--- src/rtl/corisc_fetch_pkg.sv ---
// Shared constants and helpers for the instruction fetch front-end.
package corisc_fetch_pkg;

    // Cycles between presenting a ROM address and seeing its data.
    localparam int FETCH_ROM_LATENCY = 1;

    // Number of fetched words the skid buffer can hold.
    localparam int FETCH_BUF_DEPTH = 2;

    // Width of the buffer occupancy counter (holds 0..FETCH_BUF_DEPTH).
    localparam int FETCH_CNT_W = $clog2(FETCH_BUF_DEPTH + 1);

    // True when a new ROM read may be issued without the buffer ever
    // overflowing: words already buffered plus the read in flight, minus
    // the word leaving this cycle, must leave room for one more.
    function automatic logic fetch_has_credit(
        input logic [FETCH_CNT_W-1:0] count,
        input logic                   inflight,
        input logic                   pop
    );
        logic [FETCH_CNT_W:0] occupancy;
        occupancy = {1'b0, count}
                  + {{FETCH_CNT_W{1'b0}}, inflight}
                  - {{FETCH_CNT_W{1'b0}}, pop};
        return occupancy < (FETCH_CNT_W + 1)'(FETCH_BUF_DEPTH);
    endfunction

endpackage

--- src/rtl/fetch_skid_fifo.sv ---
// Two-entry skid buffer holding fetched {instr, addr} pairs in issue order.
// The head entry is always held in head_q so the consumer sees a registered,
// stable word while it stalls.
module fetch_skid_fifo
    import corisc_fetch_pkg::*;
#(
    parameter int DATA_W = 32,
    parameter int ADDR_W = 8
) (
    input  logic                   clk,
    input  logic                   reset,
    input  logic                   flush,
    input  logic                   push,
    input  logic [DATA_W-1:0]      push_instr,
    input  logic [ADDR_W-1:0]      push_addr,
    input  logic                   pop,
    output logic [FETCH_CNT_W-1:0] count,
    output logic [DATA_W-1:0]      head_instr,
    output logic [ADDR_W-1:0]      head_addr,
    output logic                   head_valid
);

    typedef struct packed {
        logic [DATA_W-1:0] instr;
        logic [ADDR_W-1:0] addr;
    } entry_t;

    localparam logic [FETCH_CNT_W-1:0] CountFull = FETCH_CNT_W'(FETCH_BUF_DEPTH);
    localparam logic [FETCH_CNT_W-1:0] CountOne  = FETCH_CNT_W'(1);

    entry_t                   head_q;
    entry_t                   tail_q;
    entry_t                   new_entry;
    logic [FETCH_CNT_W-1:0]   count_q;
    logic                     pop_ok;
    logic                     push_ok;

    // Qualify the raw requests so a stray pop on an empty buffer or a push
    // into a full one can never corrupt the stored entries.
    always_comb begin
        new_entry       = '0;
        new_entry.instr = push_instr;
        new_entry.addr  = push_addr;
        pop_ok          = pop && (count_q != '0);
        push_ok         = push && ((count_q != CountFull) || pop_ok);
    end

    // Storage and occupancy update; a flush empties the buffer but leaves
    // stale words in place since they are masked by head_valid.
    always_ff @(posedge clk) begin
        if (reset) begin
            head_q  <= '0;
            tail_q  <= '0;
            count_q <= '0;
        end else if (flush) begin
            count_q <= '0;
        end else begin
            case ({push_ok, pop_ok})
                2'b10: begin
                    if (count_q == '0) begin
                        head_q <= new_entry;
                    end else begin
                        tail_q <= new_entry;
                    end
                    count_q <= count_q + CountOne;
                end
                2'b01: begin
                    head_q  <= tail_q;
                    count_q <= count_q - CountOne;
                end
                2'b11: begin
                    if (count_q == CountOne) begin
                        head_q <= new_entry;
                    end else begin
                        head_q <= tail_q;
                        tail_q <= new_entry;
                    end
                end
                default: begin
                end
            endcase
        end
    end

    // The issue credit check upstream must keep a push from ever landing on
    // a full buffer that is not draining this cycle.
    overflow_check : assert property (@(posedge clk)
        !(!reset && !flush && push && !pop && (count_q == CountFull)));

    assign count      = count_q;
    assign head_instr = head_q.instr;
    assign head_addr  = head_q.addr;
    assign head_valid = (count_q != '0);

endmodule

--- src/rtl/rom_fetch_unit.sv ---
// Instruction fetch front-end: drives the synchronous ROM address, tracks the
// single outstanding read and hands fetched words to decode through a small
// skid buffer so back-pressure never drops a read.
module rom_fetch_unit
    import corisc_fetch_pkg::*;
#(
    parameter int                    memSize_p   = 8,
    parameter int                    dataWidth_p = 32,
    parameter logic [memSize_p-1:0]  resetPc_p   = '0
) (
    input  logic                   clk_i,
    input  logic                   reset_i,
    output logic [memSize_p-1:0]   rom_addr_o,
    input  logic [dataWidth_p-1:0] rom_data_i,
    input  logic                   redirect_i,
    input  logic [memSize_p-1:0]   redirect_addr_i,
    output logic [dataWidth_p-1:0] instr_o,
    output logic [memSize_p-1:0]   instr_addr_o,
    output logic                   valid_o,
    input  logic                   ready_i
);

    logic [memSize_p-1:0]   pc_q;
    logic [memSize_p-1:0]   tag_q;
    logic                   inflight_q;
    logic [FETCH_CNT_W-1:0] count;
    logic                   pop;
    logic                   issue;

    // A read is launched only when the buffer is guaranteed room for its
    // data; reset and redirect suppress issue because pc_q is being replaced.
    always_comb begin
        pop   = valid_o && ready_i;
        issue = !reset_i && !redirect_i && fetch_has_credit(count, inflight_q, pop);
    end

    // Program counter and outstanding-read tracking; pc_q wraps naturally at
    // the top of the ROM because of its width.
    always_ff @(posedge clk_i) begin
        if (reset_i) begin
            pc_q       <= resetPc_p;
            tag_q      <= '0;
            inflight_q <= 1'b0;
        end else if (redirect_i) begin
            pc_q       <= redirect_addr_i;
            inflight_q <= 1'b0;
        end else if (issue) begin
            tag_q      <= pc_q;
            inflight_q <= 1'b1;
            pc_q       <= pc_q + memSize_p'(1);
        end else begin
            inflight_q <= 1'b0;
        end
    end

    // Every issued read must be marked in flight when its data returns.
    latency_check : assert property (@(posedge clk_i) disable iff (reset_i)
        issue |-> ##FETCH_ROM_LATENCY inflight_q);

    fetch_skid_fifo #(
        .DATA_W (dataWidth_p),
        .ADDR_W (memSize_p)
    ) u_skid (
        .clk        (clk_i),
        .reset      (reset_i),
        .flush      (redirect_i),
        .push       (inflight_q),
        .push_instr (rom_data_i),
        .push_addr  (tag_q),
        .pop        (pop),
        .count      (count),
        .head_instr (instr_o),
        .head_addr  (instr_addr_o),
        .head_valid (valid_o)
    );

    assign rom_addr_o = pc_q;

endmodule
--- config.mk ---
export PLATFORM = sky130hd
export DESIGN_NAME = rom_fetch_unit
export DESIGN_NICKNAME = d
export VERILOG_FILES = /design/src/rtl/corisc_fetch_pkg.sv /design/src/rtl/fetch_skid_fifo.sv /design/src/rtl/rom_fetch_unit.sv
export SDC_FILE = /design/constraint.sdc
export NUM_CORES = 1
export LEC_CHECK = 0
export CAP_MARGIN = 15
export CORE_MARGIN = 5
export CORE_UTILIZATION = 50
export DETAILED_ROUTE_END_ITERATION = 12
export GPL_TIMING_DRIVEN = 0
export PLACE_DENSITY_LB_ADDON = 0.05
export SLEW_MARGIN = 20
export SYNTH_ARGS = -nofsm -noshare
export SYNTH_HDL_FRONTEND = slang
export SYNTH_SLANG_ARGS = --single-unit
--- constraint.sdc ---
create_clock -name clk_i -period 4.52 [get_ports clk_i]
set_clock_uncertainty 0.2 [all_clocks]
set_input_delay 0.904 -clock clk_i [delete_from_list [all_inputs] [get_ports clk_i]]
set_output_delay 0.904 -clock clk_i [all_outputs]
set_load 0.02 [all_outputs]
### I/O pins on the die edge

Pins as bars across the die edge, other pins in gray.
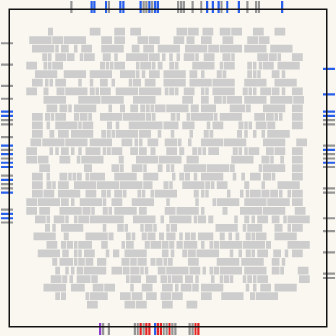
port	color	pins	direction	edge
rom_addr_o	red	8	output	bottom
instr_o	blue	32	output	15 top, 10 left, 6 right, 1 bottom
ready_i	purple	1	input	bottom
all pins by edge	29 top, 24 left, 21 bottom, 19 right
overall die height: 101 um
number of buffers inserted by port buffering: 91

### Register map, names as in the netlist

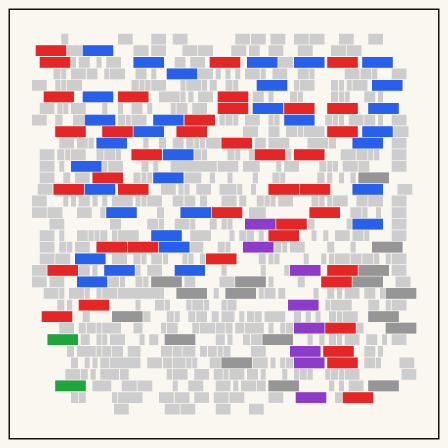
netlist name	color	flops
u_skid.tail_q	red	40
u_skid.count	green	2
u_skid.head_instr	blue	32
tag_q	purple	8

### Gate families picked out

The bar under the picture is 20 um long.
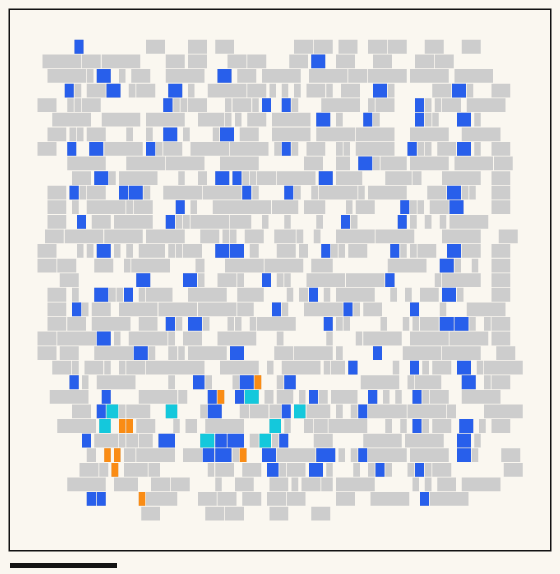
family	color	cells	most used
inverting AOI/OAI gates	blue	110	a21oi_1
AND and OR gates	cyan	8	and3_1
inverters	orange	9	inv_1

### Routed metal, one color a layer

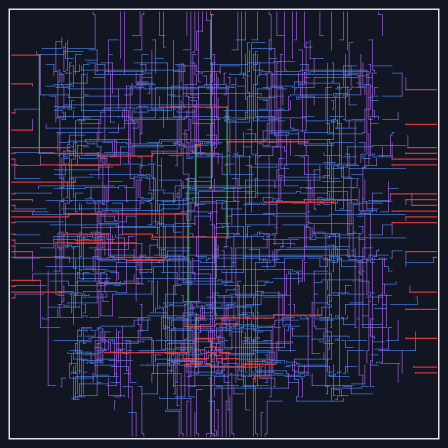
layer	color	wire length
metal 1	blue	4,340 um
metal 3	red	636 um
metal 4	green	202 um
metal 2	purple	4,700 um

==> registers in the layout, indices dropped and copies added (netlist names) <==
signal,count
rom_addr_o,8
u_skid.head_addr,8
u_skid.count,2
u_skid.tail_q,40
tag_q,8
inflight_q,1
u_skid.head_instr,32
==> path summary, 6_finish.rpt <==
check | depth (start not counted) | to
min reg2reg | 2 | u_skid.tail_q[3]
max | 12 | rom_addr_o[1]
max reg2reg | 13 | rom_addr_o[1]
min | 2 | u_skid.tail_q[3]
==> logic make-up after synthesis <==
logic type,Yosys count,synth area share
AOI/OAI and AO/OA,112,0.171
xor gates and xnor gates,1,0.00396
adders and majority gates,6,0.0201
buffers and inverters,44,0.0505
DFF,99,0.482
muxes,41,0.0998
and+or+nand+nor,174,0.173
==> layer usage <==
metal | up-vias | GRT usage | part of all wire
met5 | - | 0 | 0
met3 | 18 | 0.0533 | 0.064
met4 | 0 | 0.0653 | 0.020
met2 | 112 | 0.328 | 0.48
met1 | 1667 | 0.251 | 0.44
li1 | 1841 | - | -
==> stage by stage <==
| step | hold slack (ns) | total power, mW |
|---|---|---|
| after detailed placement | 0.246 | 1.40 |
| after global routing | 0.275 | 2.09 |
| after floorplan | 0.236 | 1.22 |
| after global placement | 0.241 | 1.39 |
| final | 0.257 | 2.00 |
| after CTS | 0.258 | 2.02 |
==> worst min-delay path, stage by stage, from the launching register on <==
cell	delay, ns
dfxtp_1	0.32
nand2_1	0.05
a21oi_1	0.05
==> power breakdown <==
| part | internal (mW) | switching, mW |
|---|---|---|
| combinational | 0.195 | 0.222 |
| clock | 0.329 | 0.296 |
| sequential | 0.926 | 0.0366 |
==> notes.md <==
fresh numbers from the pnr run: Hold Startpoint u_skid.tail_q[3], reported max-cap violation count 0, via count of the first global-routing pass about 3,500, cell count after placement 673, Worst setup EP type register, status complete, no violations, CP Max Fanout 10, worst setup slack before clock tree synthesis 0.640 ns, most common cell after layout, fill and taps aside nand2_1, post-synthesis sequential area ratio 0.482, initial cell density of the core 0.506, unrepaired setup endpoints after global routing false, total area of multi-input combinational cells about 1900 um^2, Final Core Density 0.661, clock network latency to the later pin of the worst-skew pair roughly 0.35 ns, clk cell area share 0.0419, final routed wire length divided by cell count ~14 um, share of cell area taken by multi-input logic gates 0.357, flip-flop and latch share of the layout cell area 0.368, CTS H-tree depth 3, synthesis warning total 0, number of antenna violations at the first check in global routing 0, share of Yosys cell area claimed by the top area cell type 0.482, global route total overflow 0, Dominant Register Cell dfxtp_1, die area just over 10,000 um^2, non-clock inverter count 9, total buffers and inverters traversed by the critical path 4, count of unresolved DRC violations after routing 0, delay of the slowest cell on the worst path roughly 0.50 ns, clock root buffer clkbuf_8, multi-input logic cell count 334, CTS clk-pin slew, worst paths ~0.10 ns, worst-path cell chain clkdlybuf4s50_1, nand2b_1, inv_1, ha_1, nand2b_1, fa_1, xnor2_2, nand3_2, inv_1, buf_2, a22oi_1, a21oi_1, global-route wire length before repair 16,300 um, Post-Layout Cell Count roughly 690, layout cell share with drive strength beyond 1 0.0582, tool warnings 28, Tap Cells ~110, GR Util All Layers 0.198, antenna diode instance count 0, IR drop worst, VDD around 0.0002 V, power per unit of standard cell area around 370 nW/um^2, fraction of registers with async set/reset 0, Non-CTS buffers between 100 and 150, CORE AREA about 8100 um^2, pin count of the biggest net entering global routing 17, via-per-instance ratio about 5.3, violation count after the first detailed-routing iteration ~200, Gates resized, CTS repair 0, number of placement rows 33, dpl hpwl between 7000 and 8000 um, summed instance area of the synthesized netlist about 4100 um^2, net count after synthesis 527, Final Setup Violations 0, total cells reported by yosys after synthesis between 400 and 500
Power is estimated from default activity; no workload was simulated.
